File: src/rtl/display_pkg.sv
// Shared constants for the multiplexed 7-segment display arbiter:
// segment patterns, special digit codes, requester indices, FSM state type.
package display_pkg;

  typedef enum logic {IDLE, OWNED} arb_state_e;

  localparam int NUM_REQ    = 3;
  localparam int REQ_ALERT  = 2;
  localparam int REQ_SET    = 1;
  localparam int REQ_MAIN   = 0;

  localparam logic [3:0] CODE_S     = 4'd10;
  localparam logic [3:0] CODE_T     = 4'd11;
  localparam logic [3:0] CODE_E     = 4'd12;
  localparam logic [3:0] CODE_BLANK = 4'd15;

  // Active-low {g,f,e,d,c,b,a}
  localparam logic [6:0] SEG_0     = 7'b1000000;
  localparam logic [6:0] SEG_1     = 7'b1111001;
  localparam logic [6:0] SEG_2     = 7'b0100100;
  localparam logic [6:0] SEG_3     = 7'b0110000;
  localparam logic [6:0] SEG_4     = 7'b0011001;
  localparam logic [6:0] SEG_5     = 7'b0010010;
  localparam logic [6:0] SEG_6     = 7'b0000010;
  localparam logic [6:0] SEG_7     = 7'b1111000;
  localparam logic [6:0] SEG_8     = 7'b0000000;
  localparam logic [6:0] SEG_9     = 7'b0010000;
  localparam logic [6:0] SEG_S     = 7'b0010010;
  localparam logic [6:0] SEG_T     = 7'b0000111;
  localparam logic [6:0] SEG_E     = 7'b0000110;
  localparam logic [6:0] SEG_BLANK = 7'b1111111;

  // Fixed priority: alert > set-mode > main.
  function automatic logic [NUM_REQ-1:0] prio_onehot(input logic [NUM_REQ-1:0] r);
    logic [NUM_REQ-1:0] g;
    g = '0;
    if (r[REQ_ALERT])     g[REQ_ALERT] = 1'b1;
    else if (r[REQ_SET])  g[REQ_SET]   = 1'b1;
    else if (r[REQ_MAIN]) g[REQ_MAIN]  = 1'b1;
    return g;
  endfunction

endpackage

File: src/rtl/seg7_decode.sv
// Combinational 4-bit digit code to active-low 7-segment pattern.
module seg7_decode
  import display_pkg::*;
(
  input  logic [3:0] code,
  output logic [6:0] seg_n
);

  always_comb begin
    seg_n = SEG_BLANK;
    case (code)
      4'd0:   seg_n = SEG_0;
      4'd1:   seg_n = SEG_1;
      4'd2:   seg_n = SEG_2;
      4'd3:   seg_n = SEG_3;
      4'd4:   seg_n = SEG_4;
      4'd5:   seg_n = SEG_5;
      4'd6:   seg_n = SEG_6;
      4'd7:   seg_n = SEG_7;
      4'd8:   seg_n = SEG_8;
      4'd9:   seg_n = SEG_9;
      CODE_S: seg_n = SEG_S;
      CODE_T: seg_n = SEG_T;
      CODE_E: seg_n = SEG_E;
      default: seg_n = SEG_BLANK;
    endcase
  end

endmodule

File: src/rtl/display_arbiter.sv
// Frame-synchronous arbiter sharing an 8-digit multiplexed 7-segment display
// among three requesters; ownership only changes on frame boundaries.
module display_arbiter
  import display_pkg::*;
#(
  parameter int SCAN_BITS    = 16,
  parameter int DEAD_CYCLES  = 16,
  parameter int BLINK_FRAMES = 32
) (
  input  logic        clk,
  input  logic        reset_n,
  input  logic [2:0]  req,
  input  logic [31:0] digits0,
  input  logic [31:0] digits1,
  input  logic [31:0] digits2,
  input  logic [7:0]  blank0,
  input  logic [7:0]  blank1,
  input  logic [7:0]  blank2,
  input  logic [7:0]  blink0,
  input  logic [7:0]  blink1,
  input  logic [7:0]  blink2,
  output logic [6:0]  seg,
  output logic [7:0]  an,
  output logic [2:0]  gnt,
  output logic        frame_tick
);

  localparam int BW = (BLINK_FRAMES > 1) ? $clog2(BLINK_FRAMES) : 1;

  logic [SCAN_BITS-1:0] cnt_q, cnt_nxt;
  logic [2:0]           dig_q, dig_nxt;
  arb_state_e           state_q, state_nxt;
  logic [2:0]           gnt_q, gnt_nxt;
  logic                 phase_q, phase_nxt;
  logic [BW-1:0]        bcnt_q, bcnt_nxt;
  logic [3:0]           code_q, code_nxt;
  logic [6:0]           seg_q, seg_nxt, dec_seg;
  logic [7:0]           an_q, an_nxt;
  logic [31:0]          own_digits;
  logic [7:0]           own_blank, own_blink;
  logic                 in_dead;

  // Scan timing runs regardless of ownership.
  assign cnt_nxt    = cnt_q + 1'b1;
  assign dig_nxt    = dig_q + {2'b00, &cnt_q};
  assign frame_tick = (&cnt_q) && (dig_q == 3'd7);

  // FSM: ownership is only re-evaluated on the frame boundary.
  always_comb begin
    state_nxt = state_q;
    gnt_nxt   = gnt_q;
    if (frame_tick) begin
      if (|req) begin
        state_nxt = OWNED;
        gnt_nxt   = prio_onehot(req);
      end else begin
        state_nxt = IDLE;
        gnt_nxt   = '0;
      end
    end
  end

  always_comb begin
    phase_nxt = phase_q;
    bcnt_nxt  = bcnt_q;
    if (frame_tick) begin
      if (gnt_nxt != gnt_q) begin
        phase_nxt = 1'b0;
        bcnt_nxt  = '0;
      end else if (bcnt_q == BW'(BLINK_FRAMES - 1)) begin
        phase_nxt = ~phase_q;
        bcnt_nxt  = '0;
      end else begin
        bcnt_nxt  = bcnt_q + 1'b1;
      end
    end
  end

  // Owner data mux, steered by the grant that will be in force next cycle.
  always_comb begin
    own_digits = '0;
    own_blank  = '0;
    own_blink  = '0;
    if (gnt_nxt[REQ_ALERT]) begin
      own_digits = digits2; own_blank = blank2; own_blink = blink2;
    end else if (gnt_nxt[REQ_SET]) begin
      own_digits = digits1; own_blank = blank1; own_blink = blink1;
    end else if (gnt_nxt[REQ_MAIN]) begin
      own_digits = digits0; own_blank = blank0; own_blink = blink0;
    end
  end

  // Code is latched as the slot begins and held for the whole slot.
  assign code_nxt = (cnt_nxt == '0) ? own_digits[{dig_nxt, 2'b00} +: 4] : code_q;

  seg7_decode u_dec (
    .code  (code_nxt),
    .seg_n (dec_seg)
  );

  generate
    if (DEAD_CYCLES == 0) begin : g_no_dead
      assign in_dead = 1'b0;
    end else begin : g_dead
      localparam logic [SCAN_BITS-1:0] DEAD = SCAN_BITS'(DEAD_CYCLES);
      assign in_dead = (cnt_nxt < DEAD);
    end
  endgenerate

  // Outputs are computed from next-cycle scan state so seg/an line up with
  // the counter and switch on the same edge.
  always_comb begin
    an_nxt  = 8'hFF;
    seg_nxt = SEG_BLANK;
    if (state_nxt == OWNED) begin
      if (!in_dead) an_nxt[dig_nxt] = 1'b0;
      if (!own_blank[dig_nxt] && !(own_blink[dig_nxt] && phase_nxt))
        seg_nxt = dec_seg;
    end
  end

  always_ff @(posedge clk or negedge reset_n) begin
    if (!reset_n) begin
      cnt_q   <= '0;
      dig_q   <= '0;
      state_q <= IDLE;
      gnt_q   <= '0;
      phase_q <= 1'b0;
      bcnt_q  <= '0;
      code_q  <= '0;
      seg_q   <= SEG_BLANK;
      an_q    <= 8'hFF;
    end else begin
      cnt_q   <= cnt_nxt;
      dig_q   <= dig_nxt;
      state_q <= state_nxt;
      gnt_q   <= gnt_nxt;
      phase_q <= phase_nxt;
      bcnt_q  <= bcnt_nxt;
      code_q  <= code_nxt;
      seg_q   <= seg_nxt;
      an_q    <= an_nxt;
    end
  end

  assign seg = seg_q;
  assign an  = an_q;
  assign gnt = gnt_q;

endmodule

File: config.mk
export PLATFORM = sky130hd
export DESIGN_NAME = display_arbiter
export DESIGN_NICKNAME = d
export VERILOG_FILES = /design/src/rtl/display_pkg.sv /design/src/rtl/seg7_decode.sv /design/src/rtl/display_arbiter.sv
export SDC_FILE = /design/constraint.sdc
export NUM_CORES = 1
export LEC_CHECK = 0
export CORE_MARGIN = 2
export CORE_UTILIZATION = 35
export DETAILED_ROUTE_END_ITERATION = 12
export PLACE_DENSITY = 0.65
export SETUP_SLACK_MARGIN = 0.4
export SLEW_MARGIN = 40
export SYNTH_ARGS = -nofsm -noshare
export SYNTH_HDL_FRONTEND = slang
export SYNTH_HIERARCHICAL = 1
export SYNTH_SLANG_ARGS = --single-unit
export TNS_END_PERCENT = 50
File: constraint.sdc
create_clock -name clk -period 6.6 [get_ports clk]
set_input_delay 1.32 -clock clk [delete_from_list [all_inputs] [get_ports clk]]
set_output_delay 1.32 -clock clk [all_outputs]
set_load 0.02 [all_outputs]
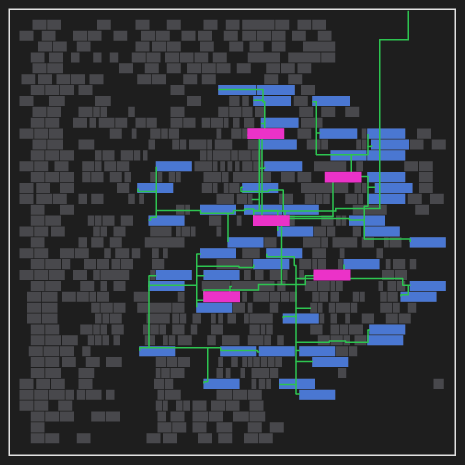
clk_routes.png
(4 px per um)
[clock drivers] magenta | count: 5
[clock wires] green | length: 659 um
[flip-flops] blue | count: 48
routed clock nets: 6
worst clock skew: 0.00238 ns
Worst-Skew Late Latency: 0.29 ns
Clk pwr share: 0.401
Power Clock: 288 uW

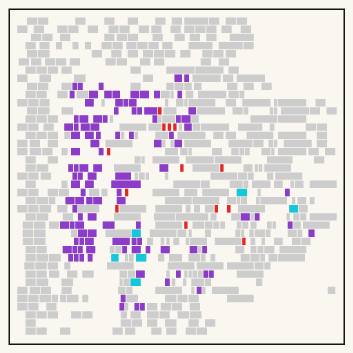
logic_types.png
(3 px per um)
[AND-OR and OR-AND gates] cyan | cells: 6
[inverters] red | cells: 13 | where: center
[inverting AOI/OAI gates] purple | cells: 109

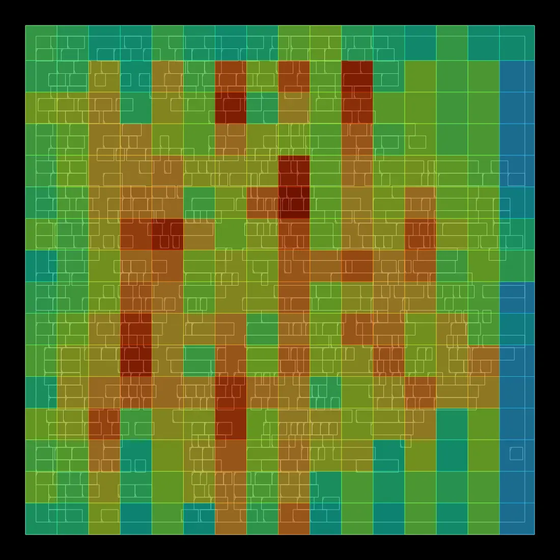
congestion.png
met3 Usage GRT: 0.0355
met1 Use GR: 0.247

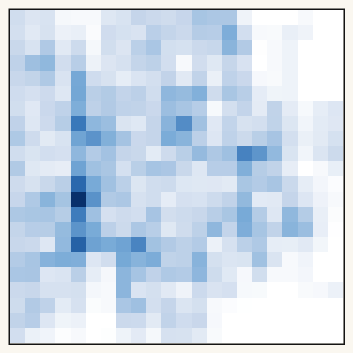
metal_density.png
(3 px per um) The die is cut into 22 by 22 equal tiles; white is low, dark blue is high, scaled to the fullest tile. Values are wire area over tile area, all layers added.
nearly empty tiles: 13%
emptiest ninth of the die: south-east
tiles over half the peak: 4.1%

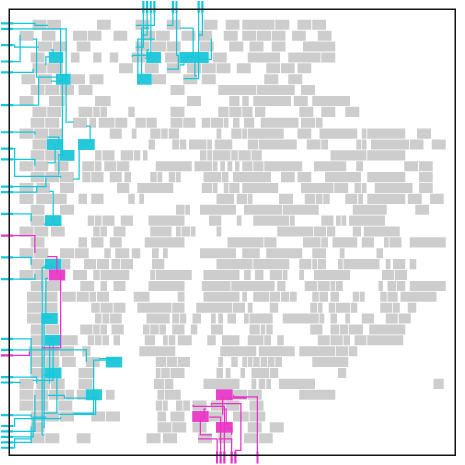
io_fan.png
(4 px per um)
[`digits0`] cyan | bits: 32 | direction: input | end cells: 16 | buffers: 32 | wire: 709 um
[`blank0`] magenta | bits: 8 | direction: input | end cells: 4 | buffers: 8 | wire: 160 um
IO Pins: 168
Port Buf Inserts: 167

==> flow_summary_export.csv <==
group,metric,value,unit
run_status,status,"finished, final reports clean",
placement,placed_area,5770,um2
synth,yosys.area_share.xor_xnor,0.0371,
power_and_ir_drop,pg_comb,134,uW
route,drt_iter0_markers,234,
power_and_ir_drop,p_leak,2.14,nW
final_timing,maxClockFrequency,199,MHz
clock_tree,cts_buffers,5,
finish,seq_cell_count,48,
power_and_ir_drop,p_int,569,uW
critical_path,r2r_cells,15,
die,die_h,111,um
global_route,grt.total_usage,0.203,
critical_path,slowest_stage,"clkdlybuf4s50_1",
global_route,grt_pass1_wl,20.2,mm
critical_path,crit_chain,"clkdlybuf4s50_1 > nand3_1 > and2_1 > inv_2 > a21oi_1 > a2111oi_0 > a21oi_1 > inv_1 > ha_1 > mux4_1 > nand3b_1",
synth,ys_sh_adder,0.0311,
power_and_ir_drop,power,717,uW
synth,synth_nets,587,
power_and_ir_drop,combPwrFrac,0.186,
clock_tree,clk_path_buf_depth,2,
route,drtPass1Iterations,4,
final_timing,layout_setup_ws,1.58,ns
finish,clkbuf_count,6,
synth,largest_area_cell,"dfrtp_1",
synth,yosys_area,4020,um2
route,routed_wl,12.8,mm
global_route,grt_pass1_vias,3954,
run,warnings,30,
route,dr_total_vias,3994,
synth,yosysTopAreaCellShare,0.206,
synth,syn_area,4020,um2
critical_path,slowest_delay,0.68,ns
route,drc,0,
finish,final-clk-cell-share,0.0276,
synth,ys_async_sr_fraction,1.00,
finish,nNonClkBuffers,169,
finish,area_growth_syn_to_layout,48.0,%
die,fp.dieW,111,um
finish,seq_share,0.205,
route,drt-vias-per-instance,5.57,
synth,ys.flop_type,"dfrtp_1",
synth,ys.flops,48,
die,tap_cells,143,
hold_path,whs_path_depth,1,
clock_tree,post_cts_buffers,0,
hold_path,min_from,"cnt_q[0]",
synth,yosysSeqAreaShare,0.304,
finish,comb-cell-share,0.442,
synth,ys_warn_count,6,
clock_tree,cts.clk_slew.worst_paths,0.06,ns
die,fp_util,0.355,
final_timing,rsz0062_at_grt,"no",
final_timing,setup_viol,0,
critical_path,r2r_end,"seg[4]",
critical_path,start_kind,"input pin",
final_timing,slew_violations,0,
finish,postLayoutCellArea,5950,um2
synth,syn_avg_cell_area,9.39,um2
clock_tree,cts_tree,"built",
synth,ys_sh_aoi,0.201,
finish,largest_cell_class,"multi-input combinational cells",
final_timing,finalHoldViolCount,0,
finish,logic_area,2630,um2
critical_path,required,6.80,ns
finish,layout.nonclk_buf_frac,0.287,
finish,final.fill_count,1039,
final_timing,setup_tns,0,ns
synth,synth_cell_types,66,
placement,gp_congestion,0.859,
hold_path,hold_end,"cnt_q[0]",
finish,comb_cells,336,
synth,synth-edff-count,0,
power_and_ir_drop,ir_drop,0.0000914,V
global_route,grt_max_degree,49,
finish,antenna_cells,0,
finish,n_all_inverters,13,
finish,drive_gt1_frac,0.138,
power_and_ir_drop,power_leader,"sequential cells",
route,ant_nets,0,
die,core_area,11300,um2
critical_path,r2r-start,"cnt_q[5]",
route,wl_per_cell,17.9,um
==> layer usage <==
layer  part of all wire  track usage  vias up
met1               0.42        0.247     1878
met2               0.49        0.357      179
met3              0.064       0.0355       22
met4              0.028       0.0798        0
met5                  0            0        -
li1                   -            -     1915
==> stage by stage <==
step	cells	util	hold slack (ns)
6_report	717	0.525	0.499
3_3_place_gp	707	0.505	0.469
3_5_place_dp	709	0.509	0.490
4_1_cts	717	0.524	0.500
5_1_grt	717	0.525	0.531
2_1_floorplan	428	-	0.455
==> cells in the final DEF (no fill, tap or decap), drive strengths merged, types with 17 or more instances in the layout <==
master | synthesis | routed
a21oi | 19 | 19
clkdlybuf4s50 | 0 | 166
dfrtp | 33 | 33
mux2 | 29 | 29
mux2i | 25 | 25
nand2 | 28 | 28
nand3 | 17 | 17
nor2 | 21 | 21
o21ai | 39 | 39
==> cell usage after synthesis, drive strengths merged (2+ instances only) <==
cell type	instances
a2111oi	4
a211o	2
a21oi	19
a221o	2
a221oi	15
a22oi	2
a311oi	9
a31oi	3
and2	2
and2b	3
and3	3
and4	3
buf	21
clkbuf	10
dfrtp	33
dfstp	15
ha	10
inv	13
mux2	29
mux2i	25
mux4	7
nand2	28
nand2b	5
nand3	17
nand3b	7
nand4	7
nor2	21
nor2b	14
nor3	8
nor3b	3
nor4	2
nor4b	3
o211ai	3
o21ai	39
o221ai	5
o31ai	4
or3	3
or4	3
xnor2	13
xor2	4
==> worst max-delay path: cells and delay by family <==
family          cells  cell delay, ns
compound gates      3            0.85
simple gates        3            1.17
mux                 1            0.49
buf+inv             3            1.12
fa+ha+maj           1            0.26
==> registers in the layout, indices dropped and copies added (netlist names) <==
signal   flops
code_q       4
cnt_q       16
seg          7
phase_q      1
dig_q        3
bcnt_q       5
gnt          3
an           8
state_q      1
Power figures rest on the tool's default switching activity, not on a simulated workload.
